==> src/rtl/ccff_chain_loader.sv <==
// Configuration-chain loader: serializes bitstream bytes LSB-first onto ccff_head.
// Define CCFF_TAIL_CHECK_EN to add the tail-parity integrity check that drives chain_err.
module ccff_chain_loader #(
    parameter int CHAIN_LEN = 1024,
    parameter int CNT_W     = $clog2(CHAIN_LEN + 1)
) (
    input  logic       prog_clk,
    input  logic       reset,
    input  logic       start,
    input  logic       abort,
    input  logic [7:0] in_data,
    input  logic       in_valid,
    output logic       in_ready,
    input  logic       ccff_tail,
    output logic       ccff_head,
    output logic       prog_clk_en,
    output logic       busy,
    output logic       cfg_done,
    output logic       chain_err
);

    typedef enum logic [1:0] {
        IDLE  = 2'd0,
        SHIFT = 2'd1,
        DONE  = 2'd2
    } state_t;

    localparam logic [CNT_W-1:0] LAST_CNT = CNT_W'(CHAIN_LEN - 1);
    localparam logic [CNT_W-1:0] FULL_CNT = CNT_W'(CHAIN_LEN);

    state_t           state;
    logic [7:0]       byte_buf;
    logic             buf_full;
    logic [2:0]       bit_idx;
    logic [CNT_W-1:0] bit_cnt;
    logic             last_bit;
    logic             take;

`ifdef CCFF_TAIL_CHECK_EN
    logic tail_par;
    logic head_par;
    logic last_par;
    logic prev_valid;
`else
    logic unused_tail;
    assign unused_tail = ccff_tail;
    assign chain_err   = 1'b0;
`endif

    // A new byte may land on the same edge that shifts bit 7, unless that bit ends the load.
    assign last_bit = (bit_cnt == LAST_CNT);
    assign in_ready = (state == SHIFT) && !abort &&
                      (!buf_full || ((bit_idx == 3'd7) && !last_bit));
    assign take     = in_valid && in_ready;

    always_ff @(posedge prog_clk or negedge reset) begin
        if (!reset) begin
            state       <= IDLE;
            byte_buf    <= '0;
            buf_full    <= 1'b0;
            bit_idx     <= '0;
            bit_cnt     <= '0;
            ccff_head   <= 1'b0;
            prog_clk_en <= 1'b0;
            busy        <= 1'b0;
            cfg_done    <= 1'b0;
`ifdef CCFF_TAIL_CHECK_EN
            tail_par    <= 1'b0;
            head_par    <= 1'b0;
            last_par    <= 1'b0;
            prev_valid  <= 1'b0;
            chain_err   <= 1'b0;
`endif
        end else if (abort) begin
            state       <= IDLE;
            buf_full    <= 1'b0;
            bit_idx     <= '0;
            bit_cnt     <= '0;
            prog_clk_en <= 1'b0;
            busy        <= 1'b0;
            cfg_done    <= 1'b0;
        end else begin
            prog_clk_en <= 1'b0;
            case (state)
                IDLE, DONE: begin
                    if (start) begin
                        state    <= SHIFT;
                        bit_cnt  <= '0;
                        bit_idx  <= '0;
                        buf_full <= 1'b0;
                        busy     <= 1'b1;
                        cfg_done <= 1'b0;
                    end
                end
                SHIFT: begin
                    if (buf_full) begin
                        ccff_head   <= byte_buf[bit_idx];
                        prog_clk_en <= 1'b1;
                        bit_idx     <= bit_idx + 3'd1;
                        if (bit_cnt != FULL_CNT)
                            bit_cnt <= bit_cnt + CNT_W'(1);
                        if (bit_idx == 3'd7)
                            buf_full <= 1'b0;
                        if (last_bit) begin
                            state    <= DONE;
                            busy     <= 1'b0;
                            cfg_done <= 1'b1;
                            buf_full <= 1'b0;
                        end
                    end
                    if (take) begin
                        byte_buf <= in_data;
                        buf_full <= 1'b1;
                        bit_idx  <= '0;
                    end
                end
                default: state <= IDLE;
            endcase

`ifdef CCFF_TAIL_CHECK_EN
            if (prog_clk_en) begin
                tail_par <= tail_par ^ ccff_tail;
                head_par <= head_par ^ ccff_head;
            end
            // The final shift is still enabled in the first DONE cycle, so the check folds it in here.
            if ((state == DONE) && prog_clk_en) begin
                if (prev_valid && ((tail_par ^ ccff_tail) != last_par))
                    chain_err <= 1'b1;
                last_par   <= head_par ^ ccff_head;
                prev_valid <= 1'b1;
            end
            if (start && (state != SHIFT)) begin
                tail_par <= 1'b0;
                head_par <= 1'b0;
            end
`endif
        end
    end

endmodule

==> config.mk <==
export PLATFORM = sky130hd
export DESIGN_NAME = ccff_chain_loader
export DESIGN_NICKNAME = d
export VERILOG_FILES = /design/src/rtl/ccff_chain_loader.sv
export SDC_FILE = /design/constraint.sdc
export NUM_CORES = 1
export LEC_CHECK = 0
export CORE_AREA = 2 2 56 58
export CTS_CLUSTER_SIZE = 12
export DETAILED_ROUTE_END_ITERATION = 16
export DIE_AREA = 0 0 58 60
export PLACE_DENSITY = 0.89
export SETUP_SLACK_MARGIN = 0.05
export SLEW_MARGIN = 20
export SYNTH_ARGS = -nofsm -noshare
export SYNTH_HDL_FRONTEND = slang
export SYNTH_SLANG_ARGS = --single-unit
==> constraint.sdc <==
create_clock -name prog_clk -period 4.8 [get_ports prog_clk]
set_input_delay 0.96 -clock prog_clk [delete_from_list [all_inputs] [get_ports prog_clk]]
set_output_delay 0.96 -clock prog_clk [all_outputs]
set_load 0.01 [all_outputs]
### Logic cells by family

(4 px per um)
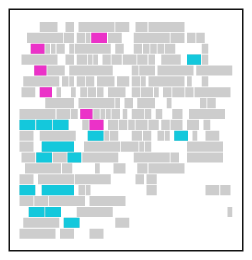
family	color	cells
multiplexers	cyan	14
AND-OR and OR-AND gates	magenta	6
Comb area share: 43.8%
most frequent logic cell in the layout: dfrtp_1
Non-Filler Instances: 204

### Congestion heat map

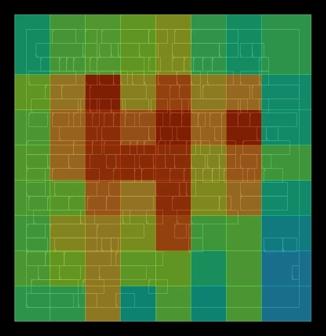
Tot GR Track Use: 23.4%
Util after Layout: 64.5%

### A small window of the routed layout

Window x 31 to 56, y 32 to 57 um. Cells in gray, sequential cells in the stronger gray; small squares are vias.
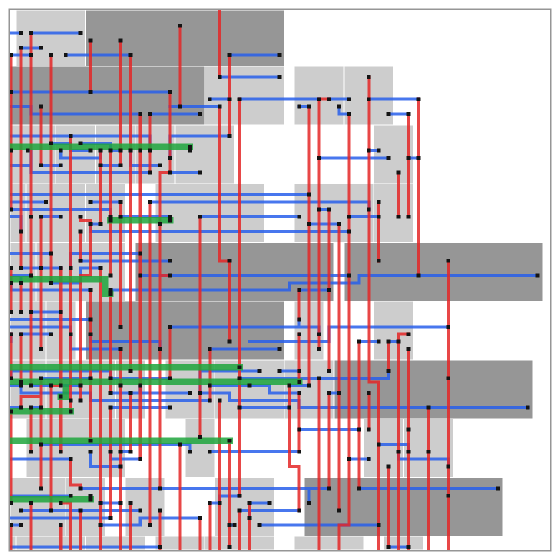
layer	color
met2	red
met3	green
met1	blue
sequential cells in the window	7
most frequent	dfrtp_1 (7), a21oi_1 (5)
netlist names of flops here include	`bit_cnt` (5)
cells with their middle in the window	42

==> run notes <==
run metrics: post-synthesis instance total=152, flop-to-flop setup slack=approximately 2600 ps, CP max FO=15, syn_area_per_cell=10.5 sq um, Comb gate area=820 sq um, CTS sink cnt=29, synth unique cells=44, WL/cell=17.2 um, final instance area=0.00187 sq mm, EDFF count, synth=0, prevailing post-synth register cell=dfrtp_1, Synth top cell by count=dfrtp_1, final period utilization=approximately three quarters, # fillers=roughly 230, Synth mux share=11.0%, CTS buffer count=5, critical path class=in2out, Synth Cell Area=0.00160 sq mm, Post-Syn Nets=approximately 170, critical-path cell list=clkdlybuf4s50_1 > inv_1 > nand2_1 > nor2_1 > clkdlybuf4s50_1, Die Y-Extent=roughly 60 um, CP most frequent cell=clkdlybuf4s50_1, status=completed, GRT overflow=0, Signal buffers=18, sw frac=approximately 24%, fa+ha+maj area frac=3.13%, Top Consumer=registers, Synth async-reset ratio=100%, Clk. pwr=0.215 mW, Reg-to-Reg End=bit_cnt[2], sw power=0.138 mW, Final HPWL DP=between 2000 and 2500 um, core area=0.00290 sq mm, CTS tree=built, CTS Buffer Depth=2, residual DRC count=0, hold crit path type=reg2reg, P_leak=0.803 nW, initial antenna violation count=0, Max-slew headroom=38.1%, Cell Int Power=between 0.4 and 0.5 mW, Post-layout nets=188, YS chip area=0.00160 sq mm, yosys cell count=152, top cell category=combinational gates, Clock transition at path regs=100 ps, Area leader share=45.3%, H-tree levels=2, yosys aoi share=13.3%, first-pass GRT wire length=around 6000 um, worst hold stages=1, insertion delay to the later sink of the worst-skew pair=340 ps, tap cells=33, DRT met1 WL=1360 um, clock buffers=6, clock network area share=4.75%, met3 GRT Util=6.49%, Final Hold Fails=0, R2R cell count=4, die width=58 um, GPL Wtd Cong=0.877
### Signal wires on met1

(4 px per um)
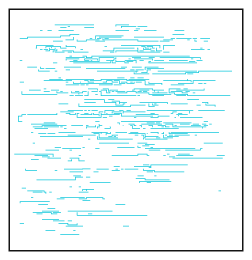
wire length on this layer	1360 um
nets with wire on the layer	159
main direction	horizontal
share of all routed wire	39%
final wirelength: 3510 um
GRT met1 Usage: 27.7%
Vias: 1323

### Register map, names as in the netlist

(8 px per um) Other sequential cells in the stronger gray, the rest of the logic in the fainter gray.
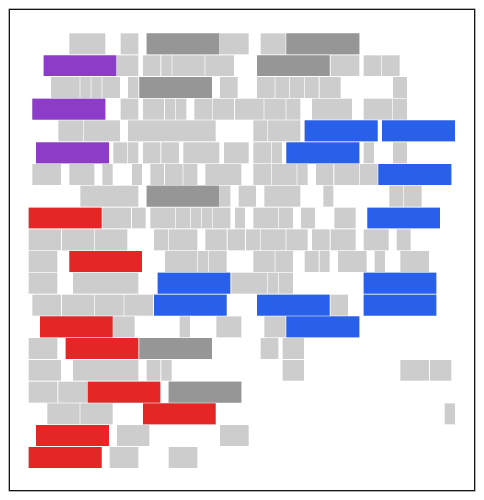
name in the netlist	color	sequential cells
`byte_buf`	red	8
`bit_idx`	purple	3
`bit_cnt`	blue	11
P_seq: 0.280 mW
Flop area: 726 sq um
sequential share of cell area: 38.8%

Power is estimated from default activity; no workload was simulated.
